### config.mk
export PLATFORM = sky130hd
export DESIGN_NAME = predictor_mvmult_kernels
export DESIGN_NICKNAME = d
export VERILOG_FILES = /design/src/rtl/predictor_pkg.sv /design/src/rtl/predictor_mvmult_engine.sv /design/src/rtl/predictor_mvmult_kernels.sv
export SDC_FILE = /design/constraint.sdc
export NUM_CORES = 2
export LEC_CHECK = 0
export ABC_CLOCK_PERIOD_IN_PS = 8600
export CAP_MARGIN = 30
export CORE_ASPECT_RATIO = 0.75
export CORE_MARGIN = 1.5
export CORE_UTILIZATION = 55
export DETAILED_ROUTE_END_ITERATION = 12
export GPL_ROUTABILITY_DRIVEN = 0
export PLACE_DENSITY = 0.84
export SLEW_MARGIN = 25
export SYNTH_ARGS = -nofsm -noshare
export SYNTH_HDL_FRONTEND = slang
export SYNTH_SLANG_ARGS = --single-unit
### constraint.sdc
create_clock -name ap_clk -period 8.6 [get_ports ap_clk]
set_clock_uncertainty 0.05 [all_clocks]
set_input_delay 1.72 -clock ap_clk [delete_from_list [all_inputs] [get_ports ap_clk]]
set_output_delay 1.72 -clock ap_clk [all_outputs]
set_load 0.03 [all_outputs]
### src/rtl/predictor_pkg.sv
// Shared Q32.32 types, kernel coefficients and the fixed-point multiply used
// by the predictor matrix-vector kernels.
package predictor_pkg;

  localparam int FRAC_BITS = 32;

  typedef logic signed [63:0] q32_32_t;

  typedef enum logic [1:0] {
    S_IDLE,
    S_IT0,
    S_IT1,
    S_DONE
  } eng_state_e;

  localparam q32_32_t A00 = 64'sh0000_0000_8000_0000;
  localparam q32_32_t A01 = 64'sh0000_0000_4000_0000;
  localparam q32_32_t A10 = 64'shFFFF_FFFF_C000_0000;
  localparam q32_32_t A11 = 64'sh0000_0000_C000_0000;
  localparam q32_32_t B0  = 64'sh0000_0000_2000_0000;
  localparam q32_32_t B1  = 64'sh0000_0001_0000_0000;
  localparam q32_32_t C0  = 64'sh0000_0001_0000_0000;
  localparam q32_32_t C1  = 64'sh0000_0000_8000_0000;

  // Full 128-bit signed product, arithmetic shift keeps floor semantics,
  // and the cast keeps bits [95:32] of the product.
  function automatic q32_32_t qmul(input q32_32_t a, input q32_32_t b);
    return q32_32_t'((128'(a) * 128'(b)) >>> FRAC_BITS);
  endfunction

endpackage

### src/rtl/predictor_mvmult_engine.sv
// Generic two-iteration matrix-vector engine: element 0 in IT0, element 1 in
// IT1, outputs published on entry to DONE. NUM_OUT=1 reduces both to one sum.
module predictor_mvmult_engine
  import predictor_pkg::*;
#(
  parameter q32_32_t K00     = '0,
  parameter q32_32_t K01     = '0,
  parameter q32_32_t K10     = '0,
  parameter q32_32_t K11     = '0,
  parameter int      NUM_OUT = 2
) (
  input  logic                   clk,
  input  logic                   rst_n,
  input  logic                   start,
  input  logic [63:0]            a,
  input  logic [63:0]            b,
  output logic                   done,
  output logic                   idle,
  output logic                   ready,
  output logic [NUM_OUT*64-1:0]  res
);

  eng_state_e state, state_nx;

  q32_32_t a_q, b_q, acc0;
  q32_32_t e0, e1;
  logic [NUM_OUT*64-1:0] res_nx;

  assign e0 = qmul(K00, a_q) + qmul(K01, b_q);
  assign e1 = qmul(K10, a_q) + qmul(K11, b_q);

  if (NUM_OUT == 1) begin : g_reduce
    assign res_nx = acc0 + e1;
  end else begin : g_pair
    assign res_nx = {e1, acc0};
  end

  // NOTE: every variable written here gets a default first, so no path can
  // leave it unassigned and infer a latch.
  always_comb begin
    state_nx = state;
    case (state)
      S_IDLE:  if (start) state_nx = S_IT0;
      S_IT0:   state_nx = S_IT1;
      S_IT1:   state_nx = S_DONE;
      S_DONE:  state_nx = S_IDLE;
      default: state_nx = S_IDLE;
    endcase
  end

  // NOTE: sequential state uses non-blocking assignments so all registers
  // update together from the values present before the edge.
  always_ff @(posedge clk or negedge rst_n) begin
    if (!rst_n) begin
      state <= S_IDLE;
      a_q   <= '0;
      b_q   <= '0;
      acc0  <= '0;
      res   <= '0;
    end else begin
      state <= state_nx;
      case (state)
        S_IDLE: if (start) begin
          a_q <= a;
          b_q <= b;
        end
        S_IT0:   acc0 <= e0;
        S_IT1:   res  <= res_nx;
        default: ;
      endcase
    end
  end

  assign done  = (state == S_DONE);
  assign ready = (state == S_DONE);
  assign idle  = (state == S_IDLE) && !start;

endmodule

### src/rtl/predictor_mvmult_kernels.sv
// ROW (A*x), ROW1 (B*u) and COLUMN (C*temp3) kernels of the predictor datapath,
// each an independent engine with its own start/done handshake.
module predictor_mvmult_kernels
  import predictor_pkg::*;
(
  input  logic        ap_clk,
  input  logic        ap_rst_n,

  input  logic        row_ap_start,
  output logic        row_ap_done,
  output logic        row_ap_idle,
  output logic        row_ap_ready,
  input  logic [63:0] row_x0,
  input  logic [95:0] row_x1_shl,
  output logic [63:0] row_t0_out,
  output logic        row_t0_out_ap_vld,
  output logic [63:0] row_t1_out,
  output logic        row_t1_out_ap_vld,

  input  logic        row1_ap_start,
  output logic        row1_ap_done,
  output logic        row1_ap_idle,
  output logic        row1_ap_ready,
  input  logic [63:0] row1_u,
  output logic [63:0] row1_t0_out,
  output logic        row1_t0_out_ap_vld,
  output logic [63:0] row1_t1_out,
  output logic        row1_t1_out_ap_vld,

  input  logic        col_ap_start,
  output logic        col_ap_done,
  output logic        col_ap_idle,
  output logic        col_ap_ready,
  input  logic [63:0] col_t0,
  input  logic [63:0] col_t1,
  output logic [63:0] col_lhs_out,
  output logic        col_lhs_out_ap_vld
);

  // The low word of the pre-shifted x[1] carries no information.
  logic unused_x1_frac;
  assign unused_x1_frac = ^row_x1_shl[31:0];

  predictor_mvmult_engine #(
    .K00(A00), .K01(A01), .K10(A10), .K11(A11), .NUM_OUT(2)
  ) u_row (
    .clk   (ap_clk),
    .rst_n (ap_rst_n),
    .start (row_ap_start),
    .a     (row_x0),
    .b     (row_x1_shl[95:32]),
    .done  (row_ap_done),
    .idle  (row_ap_idle),
    .ready (row_ap_ready),
    .res   ({row_t1_out, row_t0_out})
  );

  predictor_mvmult_engine #(
    .K00(B0), .K01('0), .K10(B1), .K11('0), .NUM_OUT(2)
  ) u_row1 (
    .clk   (ap_clk),
    .rst_n (ap_rst_n),
    .start (row1_ap_start),
    .a     (row1_u),
    .b     (64'd0),
    .done  (row1_ap_done),
    .idle  (row1_ap_idle),
    .ready (row1_ap_ready),
    .res   ({row1_t1_out, row1_t0_out})
  );

  // Diagonal coefficients give C0*t0 in IT0 and C1*t1 in IT1; NUM_OUT=1 sums them.
  predictor_mvmult_engine #(
    .K00(C0), .K01('0), .K10('0), .K11(C1), .NUM_OUT(1)
  ) u_col (
    .clk   (ap_clk),
    .rst_n (ap_rst_n),
    .start (col_ap_start),
    .a     (col_t0),
    .b     (col_t1),
    .done  (col_ap_done),
    .idle  (col_ap_idle),
    .ready (col_ap_ready),
    .res   (col_lhs_out)
  );

  assign row_t0_out_ap_vld  = row_ap_done;
  assign row_t1_out_ap_vld  = row_ap_done;
  assign row1_t0_out_ap_vld = row1_ap_done;
  assign row1_t1_out_ap_vld = row1_ap_done;
  assign col_lhs_out_ap_vld = col_ap_done;

endmodule

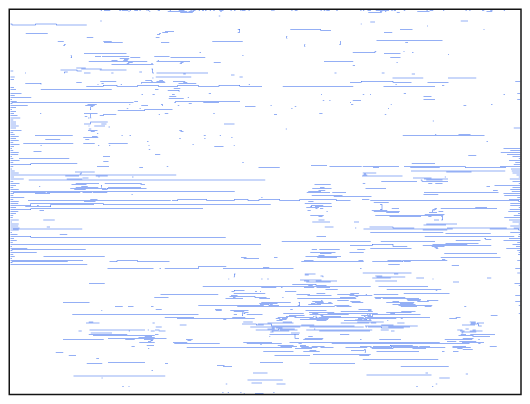
**Above:** metal 3.
Scale: 1.5 px per um.
longest straight run: 167 um
share of all routed wire: 7.6%
main direction: horizontal

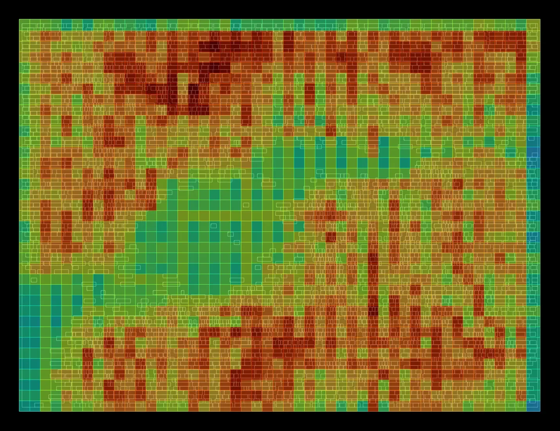
**Above:** track usage over the die.
grt met2 use: 46.0%
met1 usage: 41.7%
Layout Utilization: 68.4%
gr busiest metal: met2
GR Layer Usage met3: 5.77%

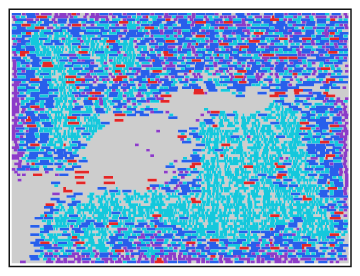
**Above:** placed cells, one color a class.
Scale: 1 px per um. Fill, decap, tap and diode cells in gray.
legend:
  sequential cells:
    color: blue
    cells: 831
    share_of_their_area: 37%
  remaining logic cells:
    color: cyan
    cells: 3,100
    share_of_their_area: 45%
  remaining buffers and delay cells:
    color: purple
    cells: 687
    share_of_their_area: 12%
  clock drivers and dummy loads:
    color: red
    cells: 155
    share_of_their_area: 5.5%
post-layout instance area: 0.0576 sq mm
sequential share of cell area: 36.1%
# rows: 92
Core ar.: 0.0843 sq mm

==> synthesized netlist by cell type (all sizes together), types with 11 or more instances <==
cell type  instances  area [sq um]
dfrtp            831         20800
mux2             794          8940
ha               328          4100
a21oi            303          1520
a21o             191          1430
nand2            189           709
clkbuf           186           698
xnor2            169          1480
nor2             159           599
o21ai            156           781
xor2             106           928
inv               70           263
nand4             58           363
nor3              55           275
nand3             53           265
o21bai            45           338
nor2b             33           206
a31oi             31           194
o21a              28           210
nand2b            25           156
o31ai             25           188
and3              24           150
a211oi            23           173
buf               22           138
and2              19           119
o211ai            18           135
nor4              17           136
or3               17           121
a21boi            11          82.6
==> logic make-up (layout without fill, tap and decap cells) <==
kind of cell / count (synthesis) / count (layout) / synth area share, %
AND-OR/OR-AND: 936 / 936 / 12.8
XOR/XNOR: 275 / 275 / 5.14
adder cells (fa/ha/maj): 332 / 332 / 8.92
buffers and inverters: 278 / 912 / 2.34
flip-flops: 831 / 831 / 44.3
multiplexers: 795 / 795 / 19.1
other: 0 / 29 / 0
AND/OR/NAND/NOR: 692 / 692 / 7.36
==> registers in the layout, indices dropped and copies added (netlist names) <==
| register | count |
|---|---|
| u_row.state | 2 |
| u_row1.state | 2 |
| u_col.b_q | 63 |
| u_col.state | 2 |
| u_row1.acc0 | 61 |
| u_row1.a_q | 64 |
| u_row.acc0 | 64 |
| u_col.acc0 | 64 |
| u_row.a_q | 64 |
| u_row.b_q | 64 |
| u_col.res | 64 |
| u_row.res | 128 |
| u_row1.res | 125 |
| u_col.a_q | 64 |
==> results.sh <==
# flow metrics
export IMPL_status="complete, no violations"
export IMPL_drc=0
export IMPL_postSynthAreaPerCell_sq_um=11.3
export IMPL_synth_cell_type_count=79
export IMPL_lay_top_cells="831 x dfrtp_1, 794 x mux2_2, 656 x clkdlybuf4s50_1, 322 x ha_1, 303 x a21oi_1"
export IMPL_fp_utilization_pct=55.6
export IMPL_rsz0062_at_grt="false"
export IMPL_yosys_cells=4139
export IMPL_nWellTaps=1128
export IMPL_gr_total_overflow=0
export IMPL_setup_tns_final_ps=0
export IMPL_antenna_found_initial=27
export IMPL_syn_to_final_growth_pct=22.9
export IMPL_ff_type="dfrtp_1"
export IMPL_first_iter_violations=3190
export IMPL_bufAreaShareNonClock_pct=12.1
export IMPL_cts_sinks=831
export IMPL_path_class="flop to flop"
export IMPL_drt_pass1_iterations=8
export IMPL_hp_start="u_col.a_q[10]"
export IMPL_dieArea_sq_mm=0.0870
export IMPL_cp_start_kind="flop"
export IMPL_lay_top_count="dfrtp_1"
export IMPL_hold_path_class="flop to flop"
export IMPL_flops=831
export IMPL_comb_cells=3030
export IMPL_synthesis_area_sq_mm=0.0469
export IMPL_worst_path_largest_cell_delay_ps=740
export IMPL_ioPinCount=691
export IMPL_final_cells=5930
export IMPL_dp_slack_ps=765
export IMPL_nClkBuffers=115
export IMPL_track_usage_pct=30.4
export IMPL_route_vias_total=35900
export IMPL_holdWs_ps=436
export IMPL_cts_resized=0
export IMPL_critPathLaunch="u_row.b_q[2]"
export IMPL_finalSetupViolations=0
export IMPL_arrival_ps=8720
export IMPL_wire_per_inst_um=22.7
export IMPL_maxCapViolCount=0
export IMPL_wl_met2_mm=60.0
export IMPL_setup_slack_ps=375
export IMPL_place_inst=5739
export IMPL_endpoint="u_row.res[127]"
export IMPL_clk_share_pct=5.34
export IMPL_syn_num_nets=4828
export IMPL_cts_tree="yes"
export IMPL_path_cells="ha_1 -> ha_1 -> fa_1 -> a21o_1 -> a21o_1 -> a211oi_1 -> o21ai_0 -> o21ai_0 -> nand2_1 -> a31oi_1 -> o21ai_0 -> a21boi_0 -> xnor2_1 -> ha_1 -> nand3_1 -> o41ai_1 -> a221o_1 -> a31oi_1 -> o41ai_1 -> a41oi_1 -> o311ai_0 -> o41a_1 -> nand2_1"
export IMPL_nNetsFinal=5393
export IMPL_routed_via_density=6.05
export IMPL_critPathBufInv=0
export IMPL_wl_mm=135
export IMPL_placed_area_sq_mm=0.0543
export IMPL_holdPathEnd="u_col.acc0[10]"
export IMPL_tool_warnings=77
export IMPL_flop_area_sq_mm=0.0208
export IMPL_whs_path_depth=1
export IMPL_fill_cells=5988
export IMPL_dominant_cell_class="logic gates"
export IMPL_combGateArea_sq_mm=0.0251
export IMPL_syn_instance_count=4139
export IMPL_ff2ff_path_depth=23
export IMPL_layout_drive_gt1_share_pct=21.1
export IMPL_n_antenna_cell=29
export IMPL_grt_first_pass_wirelength_mm=208
export IMPL_yosys_warnings=0
export IMPL_r2r_start="u_row.b_q[2]"
export IMPL_post_cts_buffers=0
export IMPL_async_flop_share_pct=100
export IMPL_r2r_end="u_row.res[127]"
export IMPL_ctsHoldBuffers=0
export IMPL_ys_ff=831
export IMPL_grt_pass1_vias=35700
export IMPL_clkTransAtPathRegs_ps=70
export IMPL_report_final_slew_viol_count=0
